<file path="config.mk">
export PLATFORM = sky130hd
export DESIGN_NAME = mem_port_arbiter_flat
export DESIGN_NICKNAME = d
export VERILOG_FILES = /design/src/rtl/mem_port_arbiter_if.sv /design/src/rtl/mem_port_arbiter.sv /design/src/flat_wrapper.sv
export SDC_FILE = /design/constraint.sdc
export NUM_CORES = 1
export LEC_CHECK = 0
export CAP_MARGIN = 20
export CORE_UTILIZATION = 30
export CTS_BUF_LIST = sky130_fd_sc_hd__clkbuf_8
export DETAILED_ROUTE_END_ITERATION = 6
export DONT_BUFFER_PORTS = 1
export HOLD_SLACK_MARGIN = 0.02
export PLACE_DENSITY = 0.44
export SETUP_SLACK_MARGIN = 0.4
export SYNTH_ARGS = -nofsm -noshare
export SYNTH_HDL_FRONTEND = slang
export SYNTH_SLANG_ARGS = --single-unit
</file>
<file path="constraint.sdc">
create_clock -name clk -period 2.8 [get_ports clk]
set_input_delay 0.56 -clock clk [delete_from_list [all_inputs] [get_ports clk]]
set_output_delay 0.56 -clock clk [all_outputs]
set_load 0.05 [all_outputs]
</file>
<file path="src/rtl/mem_port_arbiter_if.sv">
// Bus bundle for mem_port_arbiter: fetch port, data port and memory port.
// slave is the arbiter's view; master is the requesters'/memory's view.
interface mem_port_arbiter_if #(
   parameter int ADDR_W = 32,
   parameter int DATA_W = 32
);
   logic                if_req;
   logic [ADDR_W-1:0]   if_addr;
   logic                if_kill;
   logic                if_gnt;
   logic                if_rvalid;
   logic [DATA_W-1:0]   if_rdata;
   logic                if_err;

   logic                d_req;
   logic                d_we;
   logic [DATA_W/8-1:0] d_be;
   logic [ADDR_W-1:0]   d_addr;
   logic [DATA_W-1:0]   d_wdata;
   logic                d_gnt;
   logic                d_rvalid;
   logic [DATA_W-1:0]   d_rdata;
   logic                d_err;

   logic                m_req;
   logic                m_we;
   logic [DATA_W/8-1:0] m_be;
   logic [ADDR_W-1:0]   m_addr;
   logic [DATA_W-1:0]   m_wdata;
   logic                m_gnt;
   logic                m_rvalid;
   logic [DATA_W-1:0]   m_rdata;

   modport slave (
      input  if_req, if_addr, if_kill,
      input  d_req, d_we, d_be, d_addr, d_wdata,
      input  m_gnt, m_rvalid, m_rdata,
      output if_gnt, if_rvalid, if_rdata, if_err,
      output d_gnt, d_rvalid, d_rdata, d_err,
      output m_req, m_we, m_be, m_addr, m_wdata
   );

   modport master (
      output if_req, if_addr, if_kill,
      output d_req, d_we, d_be, d_addr, d_wdata,
      output m_gnt, m_rvalid, m_rdata,
      input  if_gnt, if_rvalid, if_rdata, if_err,
      input  d_gnt, d_rvalid, d_rdata, d_err,
      input  m_req, m_we, m_be, m_addr, m_wdata
   );
endinterface

</file>
<file path="src/rtl/mem_port_arbiter.sv">
// Shares one memory port between fetch and load/store, one transaction at a time.
// Define MEM_ARB_RR_EN for round-robin ties; default is fixed DATA priority.
module mem_port_arbiter #(
   parameter int ADDR_W      = 32,
   parameter int DATA_W      = 32,
   parameter int TIMEOUT_CYC = 255
) (
   input logic               clk,
   input logic               reset_n,
   mem_port_arbiter_if.slave bus
);
   localparam int BE_W  = DATA_W / 8;
   localparam int CNT_W = (TIMEOUT_CYC < 2) ? 1 : $clog2(TIMEOUT_CYC + 1);

   typedef enum logic [1:0] {
      S_IDLE = 2'd0,
      S_REQ  = 2'd1,
      S_WAIT = 2'd2
   } state_t;

   state_t              r_state;
   state_t              w_next;
   logic                r_owner;
   logic                r_kill;
   logic [CNT_W-1:0]    r_cnt;
   logic                r_m_req;
   logic                r_m_we;
   logic [BE_W-1:0]     r_m_be;
   logic [ADDR_W-1:0]   r_m_addr;
   logic [DATA_W-1:0]   r_m_wdata;
   logic                r_if_rvalid;
   logic                r_if_err;
   logic [DATA_W-1:0]   r_if_rdata;
   logic                r_d_rvalid;
   logic                r_d_err;
   logic [DATA_W-1:0]   r_d_rdata;

   logic                w_to;
   logic                w_pick_d;
   logic                w_start;
   logic                w_gnt;
   logic                w_done;
   logic                w_err;
   logic                w_disc;

   assign w_to = (TIMEOUT_CYC != 0) &&
                 (r_cnt == CNT_W'(TIMEOUT_CYC));

   // owner encoding: 0 = FETCH, 1 = DATA
`ifdef MEM_ARB_RR_EN
   logic r_last;

   assign w_pick_d = bus.d_req & (~bus.if_req | ~r_last);

   always_ff @(posedge clk or negedge reset_n) begin
      if (!reset_n)
         r_last <= 1'b0;
      else if (w_gnt)
         r_last <= r_owner;
   end
`else
   assign w_pick_d = bus.d_req;
`endif

   always_ff @(posedge clk or negedge reset_n) begin
      if (!reset_n)
         r_state <= S_IDLE;
      else
         r_state <= w_next;
   end

   always_comb begin
      w_next = r_state;
      unique case (r_state)
         S_IDLE:
            if (bus.if_req | bus.d_req)
               w_next = S_REQ;
         S_REQ:
            if (bus.m_gnt)
               w_next = S_WAIT;
            else if (w_to)
               w_next = S_IDLE;
         S_WAIT:
            if (bus.m_rvalid | w_to)
               w_next = S_IDLE;
         default:
            w_next = S_IDLE;
      endcase
   end

   always_comb begin
      w_start = 1'b0;
      w_gnt   = 1'b0;
      w_done  = 1'b0;
      w_err   = 1'b1;
      unique case (r_state)
         S_IDLE:
            w_start = bus.if_req | bus.d_req;
         S_REQ: begin
            w_gnt  = bus.m_gnt | w_to;
            w_done = ~bus.m_gnt & w_to;
         end
         S_WAIT: begin
            w_done = bus.m_rvalid | w_to;
            w_err  = ~bus.m_rvalid;
         end
         default: ;
      endcase
   end

   // a kill landing in the completion cycle still discards the response
   assign w_disc = r_kill | bus.if_kill;

   always_ff @(posedge clk or negedge reset_n) begin
      if (!reset_n)
         r_cnt <= '0;
      else if (w_next != r_state)
         r_cnt <= '0;
      else if (r_state != S_IDLE && !w_to)
         r_cnt <= r_cnt + CNT_W'(1);
   end

   always_ff @(posedge clk or negedge reset_n) begin
      if (!reset_n) begin
         r_owner     <= 1'b0;
         r_kill      <= 1'b0;
         r_m_req     <= 1'b0;
         r_m_we      <= 1'b0;
         r_m_be      <= '0;
         r_m_addr    <= '0;
         r_m_wdata   <= '0;
         r_if_rvalid <= 1'b0;
         r_if_err    <= 1'b0;
         r_if_rdata  <= '0;
         r_d_rvalid  <= 1'b0;
         r_d_err     <= 1'b0;
         r_d_rdata   <= '0;
      end else begin
         r_if_rvalid <= 1'b0;
         r_if_err    <= 1'b0;
         r_d_rvalid  <= 1'b0;
         r_d_err     <= 1'b0;
         if (w_start) begin
            r_owner   <= w_pick_d;
            r_kill    <= 1'b0;
            r_m_req   <= 1'b1;
            r_m_we    <= w_pick_d & bus.d_we;
            r_m_be    <= w_pick_d ? bus.d_be : '1;
            r_m_addr  <= w_pick_d ? bus.d_addr : bus.if_addr;
            r_m_wdata <= w_pick_d ? bus.d_wdata : '0;
         end
         if (r_state != S_IDLE && !r_owner && bus.if_kill)
            r_kill <= 1'b1;
         if (w_gnt)
            r_m_req <= 1'b0;
         if (w_done) begin
            r_kill <= 1'b0;
            if (r_owner) begin
               r_d_rvalid <= 1'b1;
               r_d_err    <= w_err;
               if (w_err)
                  r_d_rdata <= '0;
               else if (!r_m_we)
                  r_d_rdata <= bus.m_rdata;
            end else if (!w_disc) begin
               r_if_rvalid <= 1'b1;
               r_if_err    <= w_err;
               r_if_rdata  <= w_err ? '0 : bus.m_rdata;
            end
         end
      end
   end

   assign bus.if_gnt    = w_gnt & ~r_owner;
   assign bus.d_gnt     = w_gnt & r_owner;
   assign bus.if_rvalid = r_if_rvalid;
   assign bus.if_err    = r_if_err;
   assign bus.if_rdata  = r_if_rdata;
   assign bus.d_rvalid  = r_d_rvalid;
   assign bus.d_err     = r_d_err;
   assign bus.d_rdata   = r_d_rdata;
   assign bus.m_req     = r_m_req;
   assign bus.m_we      = r_m_we;
   assign bus.m_be      = r_m_be;
   assign bus.m_addr    = r_m_addr;
   assign bus.m_wdata   = r_m_wdata;
endmodule

</file>
<file path="src/flat_wrapper.sv">
// flat-port wrapper written by rule: the top's interface ports become plain ports
module mem_port_arbiter_flat 
#(
   parameter int ADDR_W      = 32,
   parameter int DATA_W      = 32,
   parameter int TIMEOUT_CYC = 255
)
  (clk, reset_n, bus_if_req, bus_if_addr, bus_if_kill, bus_d_req, bus_d_we, bus_d_be, bus_d_addr, bus_d_wdata, bus_m_gnt, bus_m_rvalid, bus_m_rdata, bus_if_gnt, bus_if_rvalid, bus_if_rdata, bus_if_err, bus_d_gnt, bus_d_rvalid, bus_d_rdata, bus_d_err, bus_m_req, bus_m_we, bus_m_be, bus_m_addr, bus_m_wdata);
  mem_port_arbiter_if #(.ADDR_W(ADDR_W), .DATA_W(DATA_W)) bus_i ();
  input logic clk;
  input logic reset_n;
  input wire logic [$bits(bus_i.if_req)-1:0] bus_if_req;
  input wire logic [$bits(bus_i.if_addr)-1:0] bus_if_addr;
  input wire logic [$bits(bus_i.if_kill)-1:0] bus_if_kill;
  input wire logic [$bits(bus_i.d_req)-1:0] bus_d_req;
  input wire logic [$bits(bus_i.d_we)-1:0] bus_d_we;
  input wire logic [$bits(bus_i.d_be)-1:0] bus_d_be;
  input wire logic [$bits(bus_i.d_addr)-1:0] bus_d_addr;
  input wire logic [$bits(bus_i.d_wdata)-1:0] bus_d_wdata;
  input wire logic [$bits(bus_i.m_gnt)-1:0] bus_m_gnt;
  input wire logic [$bits(bus_i.m_rvalid)-1:0] bus_m_rvalid;
  input wire logic [$bits(bus_i.m_rdata)-1:0] bus_m_rdata;
  output wire logic [$bits(bus_i.if_gnt)-1:0] bus_if_gnt;
  output wire logic [$bits(bus_i.if_rvalid)-1:0] bus_if_rvalid;
  output wire logic [$bits(bus_i.if_rdata)-1:0] bus_if_rdata;
  output wire logic [$bits(bus_i.if_err)-1:0] bus_if_err;
  output wire logic [$bits(bus_i.d_gnt)-1:0] bus_d_gnt;
  output wire logic [$bits(bus_i.d_rvalid)-1:0] bus_d_rvalid;
  output wire logic [$bits(bus_i.d_rdata)-1:0] bus_d_rdata;
  output wire logic [$bits(bus_i.d_err)-1:0] bus_d_err;
  output wire logic [$bits(bus_i.m_req)-1:0] bus_m_req;
  output wire logic [$bits(bus_i.m_we)-1:0] bus_m_we;
  output wire logic [$bits(bus_i.m_be)-1:0] bus_m_be;
  output wire logic [$bits(bus_i.m_addr)-1:0] bus_m_addr;
  output wire logic [$bits(bus_i.m_wdata)-1:0] bus_m_wdata;
  assign bus_i.if_req = bus_if_req;
  assign bus_i.if_addr = bus_if_addr;
  assign bus_i.if_kill = bus_if_kill;
  assign bus_i.d_req = bus_d_req;
  assign bus_i.d_we = bus_d_we;
  assign bus_i.d_be = bus_d_be;
  assign bus_i.d_addr = bus_d_addr;
  assign bus_i.d_wdata = bus_d_wdata;
  assign bus_i.m_gnt = bus_m_gnt;
  assign bus_i.m_rvalid = bus_m_rvalid;
  assign bus_i.m_rdata = bus_m_rdata;
  assign bus_if_gnt = bus_i.if_gnt;
  assign bus_if_rvalid = bus_i.if_rvalid;
  assign bus_if_rdata = bus_i.if_rdata;
  assign bus_if_err = bus_i.if_err;
  assign bus_d_gnt = bus_i.d_gnt;
  assign bus_d_rvalid = bus_i.d_rvalid;
  assign bus_d_rdata = bus_i.d_rdata;
  assign bus_d_err = bus_i.d_err;
  assign bus_m_req = bus_i.m_req;
  assign bus_m_we = bus_i.m_we;
  assign bus_m_be = bus_i.m_be;
  assign bus_m_addr = bus_i.m_addr;
  assign bus_m_wdata = bus_i.m_wdata;
  mem_port_arbiter #(.ADDR_W(ADDR_W), .DATA_W(DATA_W), .TIMEOUT_CYC(TIMEOUT_CYC)) u_core (.clk(clk), .reset_n(reset_n), .bus(bus_i));
endmodule
</file>
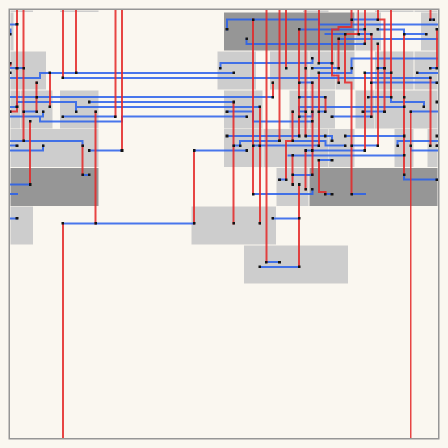
(run_1/detail.png)
Window x 60 to 90, y 30 to 60 um. Cells in gray, sequential cells in the stronger gray; small squares are vias.
- blue: metal 1
- red: metal 2
- netlist names of flops here include: u_core.r_state (2), u_core.r_cnt (1)
- cells with their middle in the window: 29
- most frequent: buf_4 (4)
- sequential cells in the window: 3

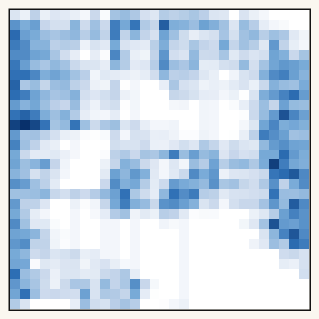
(run_1/metal_density.png)
Drawn at 2 px/um. The die is cut into 30 by 30 equal tiles; white is low, dark blue is high, scaled to the fullest tile. Values are wire area over tile area, all layers added.
- mean over tiles: 0.12
- tiles over half the peak: 16%
- emptiest ninth of the die: bottom middle
- nearly empty tiles: 22%
- fullest tile: 0.51

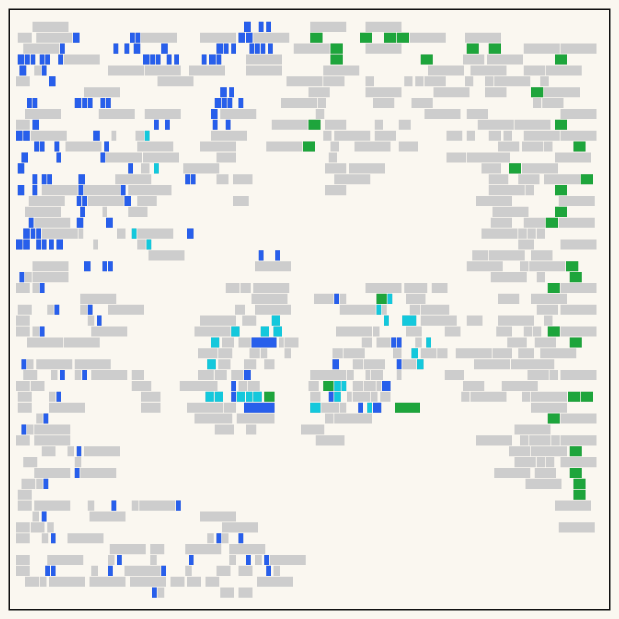
(run_1/logic_types.png)
Drawn at 4 px/um.
- green: non-inverting ao/oa cells (cells 36)
- blue: nand cells (cells 145)
- cyan: nor cells (cells 27)

==> results.toml, run 1 <==
# flow metrics
[outcome]
status = "complete, but fails checks"
failed_checks = "negative hold slack"

[synth]
ys_sh_aoi_pct = 9.88
ys_area_sq_um = 6550
ys_cells = 576
area_leaders = "dfrtp_1, mux2_4, nand2_1"
synthMuxAreaShare_pct = 12.5

[power_and_ir_drop]
total_power_w = 0.00923
p_seq_w = 0.00575
power.density_nw_per_um2 = 1250
pg_comb_w = 0.00157
power_switching_w = 0.00481

[routing]
ant_nets = 0
viasPerCell = 5.07
routedWlPerCell_um = 19.6
first_iter_violations = 178
route.detailed.drc = 0

[floorplanning]
fp_util_pct = 30.9
rows = 53

[worst_setup_path]
slowest_delay_ns = 0.45
crit_chain = "inv_1 > ha_2 > o21ai_1 > nor2_1 > buf_6"
worst-r2r-setup-slack_ns = 0.52

[final_layout]
flops = 150
fin_area_sq_um = 7370
final_cell_mix = "dfrtp_1, nand2_1, o21ai_0"
logic_gate_count = 377
drive_gt1_share_pct = 16.1
nNonClkInverters = 10

[timing]
setup_viol = 0
drv_slew = 0
tightestPinTransition_ns = 0.660
holdWs_ns = -0.200
hold_viol = 150
period_used_pct = 81.8

[clock_tree]
cts_htree_levels = 4
cts_buffers = 17
cts.clk_slew.worst_paths_ns = 0.10

[run]
tool_warnings = 34

[global_routing]
met3_usage_pct = 6.43

[placement]
gp_congestion = 0.765
-- run 1: flip-flops by register name (all words and copies together), names as in the netlist, 2 cells and up --
| register | flops |
|---|---|
| u_core.r_state | 2 |
| u_core.bus.m_wdata | 32 |
| u_core.bus.m_addr | 32 |
| u_core.bus.if_rdata | 32 |
| u_core.bus.m_be | 4 |
| u_core.bus.d_rdata | 32 |
| u_core.r_cnt | 8 |
-- run 1: timing repair --
| action | 4_1_cts | 5_1_grt |
|---|---|---|
| hold endpoints to repair | 150 | 150 |
| pin swaps | 1 | 1 |
| setup buffers | 2 | 3 |
| cloned | 0 | 1 |
| gates resized | 4 | 8 |
| endpoints found under the setup margin | 2 | 60 |
==> run_1/congestion.png <==
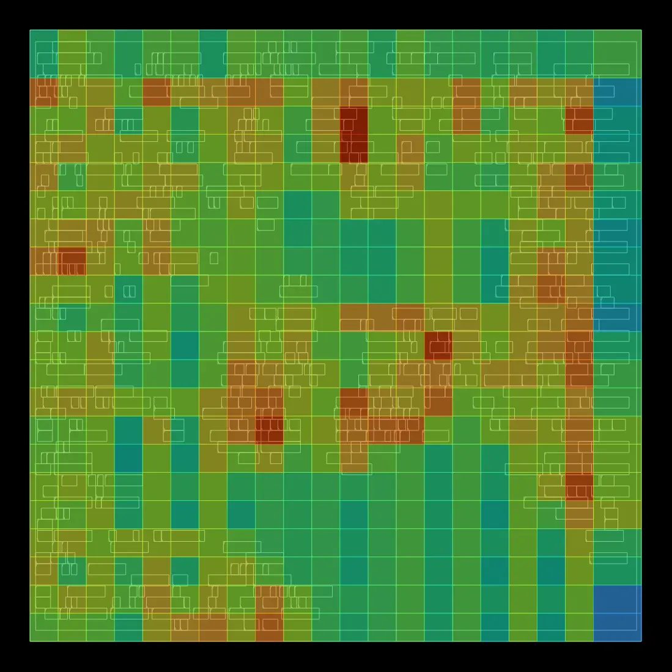

## Run 2: what changed since run 1
- PLACE_DENSITY: 0.44 -> 0.45
- clock period: 2.8 -> 1.94 ns (I/O delays scaled with it)
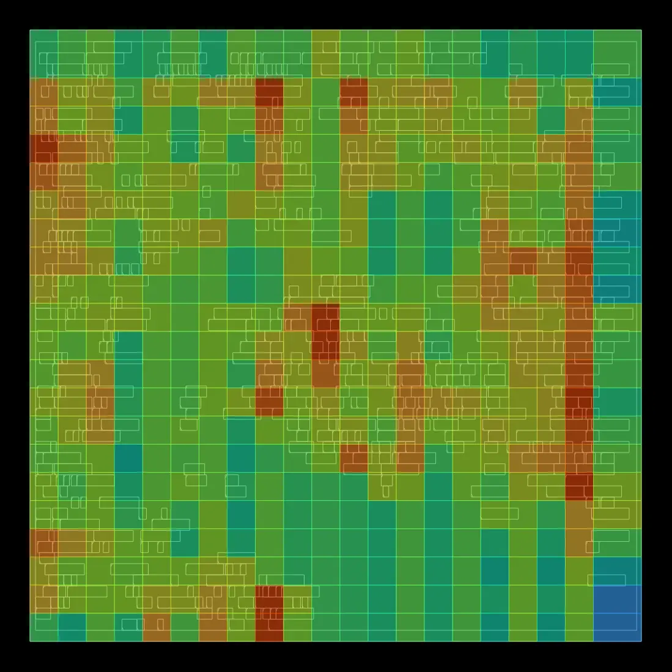
(run_2/congestion.png)
GRT met3 Usage: 5.18%
WL/cell: 19.8 um
met2 usage: 24.2%

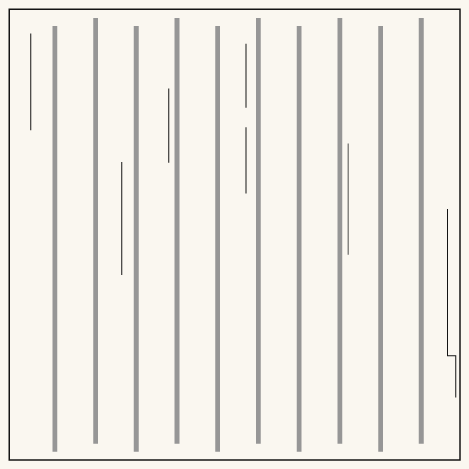
(run_2/layer_met4.png)
Drawn at 3 px/um. Supply wires on this layer in gray.
- nets with wire on the layer: 4
- longest straight run: 48.8 um
- share of all routed wire: 1.4%
- wire length on this layer: 239 um
- main direction: vertical

==> run 2 against run 1 <==
The flow finishes with violations (negative hold slack, negative setup slack). Wire length rose by 4.9%. Clock skew rose by 0.0045 ns. Setup slack got worse by 0.70 ns. Final area rose by 7.4%. Core utilization rose by 2.6 points. Synthesized area did not move. Highest routed layer unchanged.
==> results.toml, run 2 <==
# flow metrics
[power_and_ir_drop]
power_switching_w = 0.00708
pg_comb_w = 0.00276
power.density_nw_per_um2 = 1730
total_power_w = 0.0137
p_seq_share_pct = 60.8
p_seq_w = 0.00831

[timing]
setup_viol = 43
tightestPinTransition_ns = 0.505
holdWs_ns = -0.358
drv_slew = 0
fin_ws_ns = -0.188
period_used_pct = 110
hold_viol = 150
fmax_mhz = 470
rsz0062_at_grt = "yes"

[synth]
area_leaders = "dfrtp_1, mux2_4, nand2_1"
synth_flop_count = 150
ys_cells = 576
synth_cell_types = 43
ff_type = "dfrtp_1"
ys_area_sq_um = 6550

[clock_tree]
post-cts-setup-buffers = 10
cts_resized = 49
cts.clk_slew.worst_paths_ns = 0.10
cts_sinks = 150
cts_htree_levels = 4
cts_buffers = 17

[floorplanning]
fp_util_pct = 30.9
io_pins = 280
rows = 53
core_area_sq_um = 21200

[placement]
placed_cells_incl_taps = 837
gp_congestion = 0.777
dp_slack_ns = -0.160
port_buffers = 0
placed_cell_area_sq_um = 7000

[worst_setup_path]
crit_chain = "inv_2 > ha_4 > or4b_4 > a21oi_4 > buf_6 > clkbuf_16 > mux2_4"
crit_path_end = "u_core.bus.if_rdata[13]$_DFFE_PN0P_"
cp.depth = 7
crit_required_ns = 2.27
slowest_delay_ns = 0.48
startpoint_type = "flip-flop"
reg2regPathDepth = 7
worst-r2r-setup-slack_ns = -0.19

[routing]
ant_nets = 0
routed_wl_um = 17700
viasPerCell = 5.03
first_iter_violations = 177
route.detailed.drc = 0

[outcome]
failed_checks = "negative hold slack, negative setup slack"
status = "complete, but fails checks"

[global_routing]
grt_pass1_wl_um = 26200
grt_max_degree = 151

[final_layout]
fillers = 2046
fin_area_sq_um = 7910
drive_gt1_share_pct = 30.8
final_cell_mix = "nand2_1, dfrtp_1, dfrtp_2"

[run]
tool_warnings = 36
-- run 2: cell families (layout without fill, tap and decap cells) --
kind of cell    count (synthesis)  count (layout)  share of synthesized area, %
flops                         150             150                          57.3
compound gates                 92              92                          9.88
mux                            67              67                          12.5
xor+xnor                        4               4                         0.535
buf+inv                        49              90                          3.61
simple gates                  209             209                          15.2
fa+ha+maj                       5               5                         0.955
-- run 2: per-layer routing --
metal,global-route usage [%],up-vias,part of all wire (%)
li1,-,2077,-
met1,19.2,2175,42
met2,24.2,215,47
met3,5.18,16,9.7
met4,5.81,0,1.3
met5,0,-,0
-- run 2: final cells by class --
type / count / share of cell area, %
inverter: 10 / 0.474
tap: 275 / 4.35
timing repair buffer: 48 / 6.55
multi-input combinational: 377 / 35.2
clock buffer: 19 / 3.30
sequential: 150 / 48.2
clock inverter: 13 / 1.99
==> run_2/metal_density.png <==
Drawn at 2 px/um. The die is cut into 30 by 30 equal tiles; white is low, dark blue is high, scaled to the fullest tile. Values are wire area over tile area, all layers added.
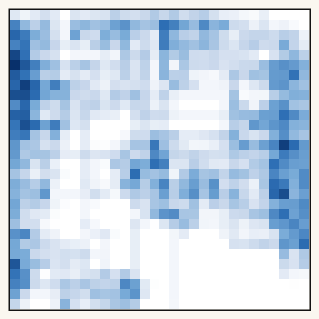

## Run 3: what changed since run 2
- CORE_UTILIZATION: 30 -> 40
- DONT_BUFFER_PORTS: 1 -> not set
- PLACE_DENSITY: 0.45 -> 0.79
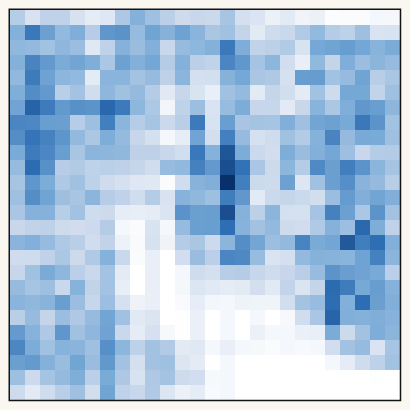
(run_3/metal_density.png)
Drawn at 3 px/um. The die is cut into 26 by 26 equal tiles; white is low, dark blue is high, scaled to the fullest tile. Values are wire area over tile area, all layers added.
- mean over tiles: 0.19
- emptiest ninth of the die: bottom middle
- fullest tile: 0.58
- tiles over half the peak: 19%
- nearly empty tiles: 6.4%

==> run 3 against run 2 <==
The flow finishes with violations (negative setup slack). Synthesized area is the same. Cell count grew 25%. Core utilization grew 26 points. Setup slack gained 0.014 ns. Wire length grew 13%. Critical path type is now flip-flop to primary output. Largest power group is now combinational cells.
==> results.toml, run 3 <==
# flow metrics
[floorplanning]
fp_util_pct = 41.1
io_pins = 280
rows = 46
core_area_sq_um = 15900

[global_routing]
grtUsageTotal_pct = 23.4
grt_pass1_wl_um = 29600
grt_max_degree = 99

[synth]
area_leaders = "dfrtp_1, mux2_4, nand2_1"
synthMuxAreaShare_pct = 12.5
adder_share_pct = 0.955
ys_area_sq_um = 6550
synthTopCellsByCount = "dfrtp_1, nand2_1, o21ai_0"
logic_family = "simple AND/OR/NAND/NOR gates"
synth_flop_count = 150
ys_sh_aoi_pct = 9.88
synth_cell_types = 43
ff_type = "dfrtp_1"
ys_cells = 576
synth-xor-area-share_pct = 0.535
synthSimpleGateAreaFrac_pct = 15.2

[placement]
dp_slack_ns = -0.379
placed_cell_area_sq_um = 9730
gp_congestion = 0.781
port_buffers = 279
placed_cells_incl_taps = 1064

[routing]
routedWlPerCell_um = 17.8
route.detailed.drc = 0
viasPerCell = 5.09
routed_wl_um = 19900
first_iter_violations = 256
ant_nets = 0

[run]
tool_warnings = 32

[outcome]
failed_checks = "negative setup slack"
status = "complete, but fails checks"

[clock_tree]
cts_hold_buf = 1
post-cts-setup-buffers = 10
cts_sinks = 150
cts_resized = 514
cts.clk_slew.worst_paths_ns = 0.09
cts_htree_levels = 4
cts_buffers = 17

[timing]
setup_viol = 66
tightestPinTransition_ns = 0.499
drv_slew = 0
fmax_mhz = 473
period_used_pct = 109
fin_ws_ns = -0.174
skew_ns = 0.0155
rsz0062_at_grt = "yes"
hold_viol = 0

[worst_setup_path]
crit_required_ns = 1.55
worst-r2r-setup-slack_ns = -0.15
slowest_delay_ns = 0.41
crit_chain = "ha_4 > nand3_4 > buf_6 > nor2_4 > o21ai_2 > buf_6 > nor2_4 > buf_12"
crit_path_end = "bus_d_gnt"

[final_layout]
drive_gt1_share_pct = 31.8
fin_cells = 1119

[power_and_ir_drop]
power.density_nw_per_um2 = 1500
pg_comb_w = 0.00800
p_seq_w = 0.00472
total_power_w = 0.0151
p_seq_share_pct = 31.2
power_switching_w = 0.00754
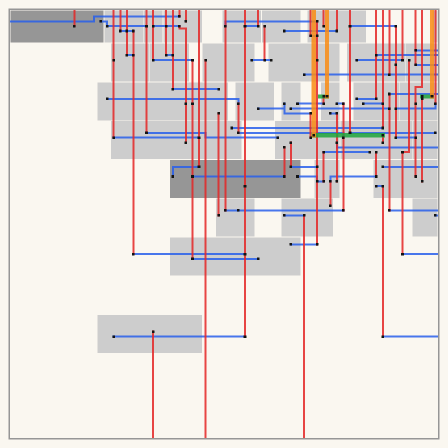
(run_3/detail.png)
Window x 50 to 80, y 24 to 54 um. Cells in gray, sequential cells in the stronger gray; small squares are vias.
- red: metal 2
- green: metal 3
- blue: metal 1
- orange: metal 4
- sequential cells in the window: 2
- netlist names of flops here include: u_core.r_kill (1), u_core.r_state (1)
- most frequent: buf_4 (9), ha_4 (3)
- cells with their middle in the window: 28

[run 3: cell counts after synthesis]
Identical to the previous run, type by type.
[run 3: area by class of cell]
class,instances,area (sq um),area share (%)
Sequential cell,150,3750,37.3
Clock inverter,15,158,1.57
Clock buffer,17,234,2.32
Multi-Input combinational cell,377,2740,27.2
Timing Repair Buffer,334,2870,28.5
Inverter,10,37.5,0.373
Tap cell,216,270,2.69
[run 3: worst max-delay path: cells and delay by family, from the launching register on]
kind / cells / cell delay [ns]
DFF: 1 / 0.41
AOI/OAI and AO/OA: 1 / 0.07
and+or+nand+nor: 3 / 0.24
adders and majority gates: 1 / 0.16
buffers and inverters: 3 / 0.40
[run 3: layer usage]
layer  track usage (%)  part of all wire (%)
met3              8.16                   8.8
met5                 0                     0
met4              8.96                   2.2
met2              38.7                    50
met1              28.2                    39
Power figures rest on the tool's default switching activity, not on a simulated workload.
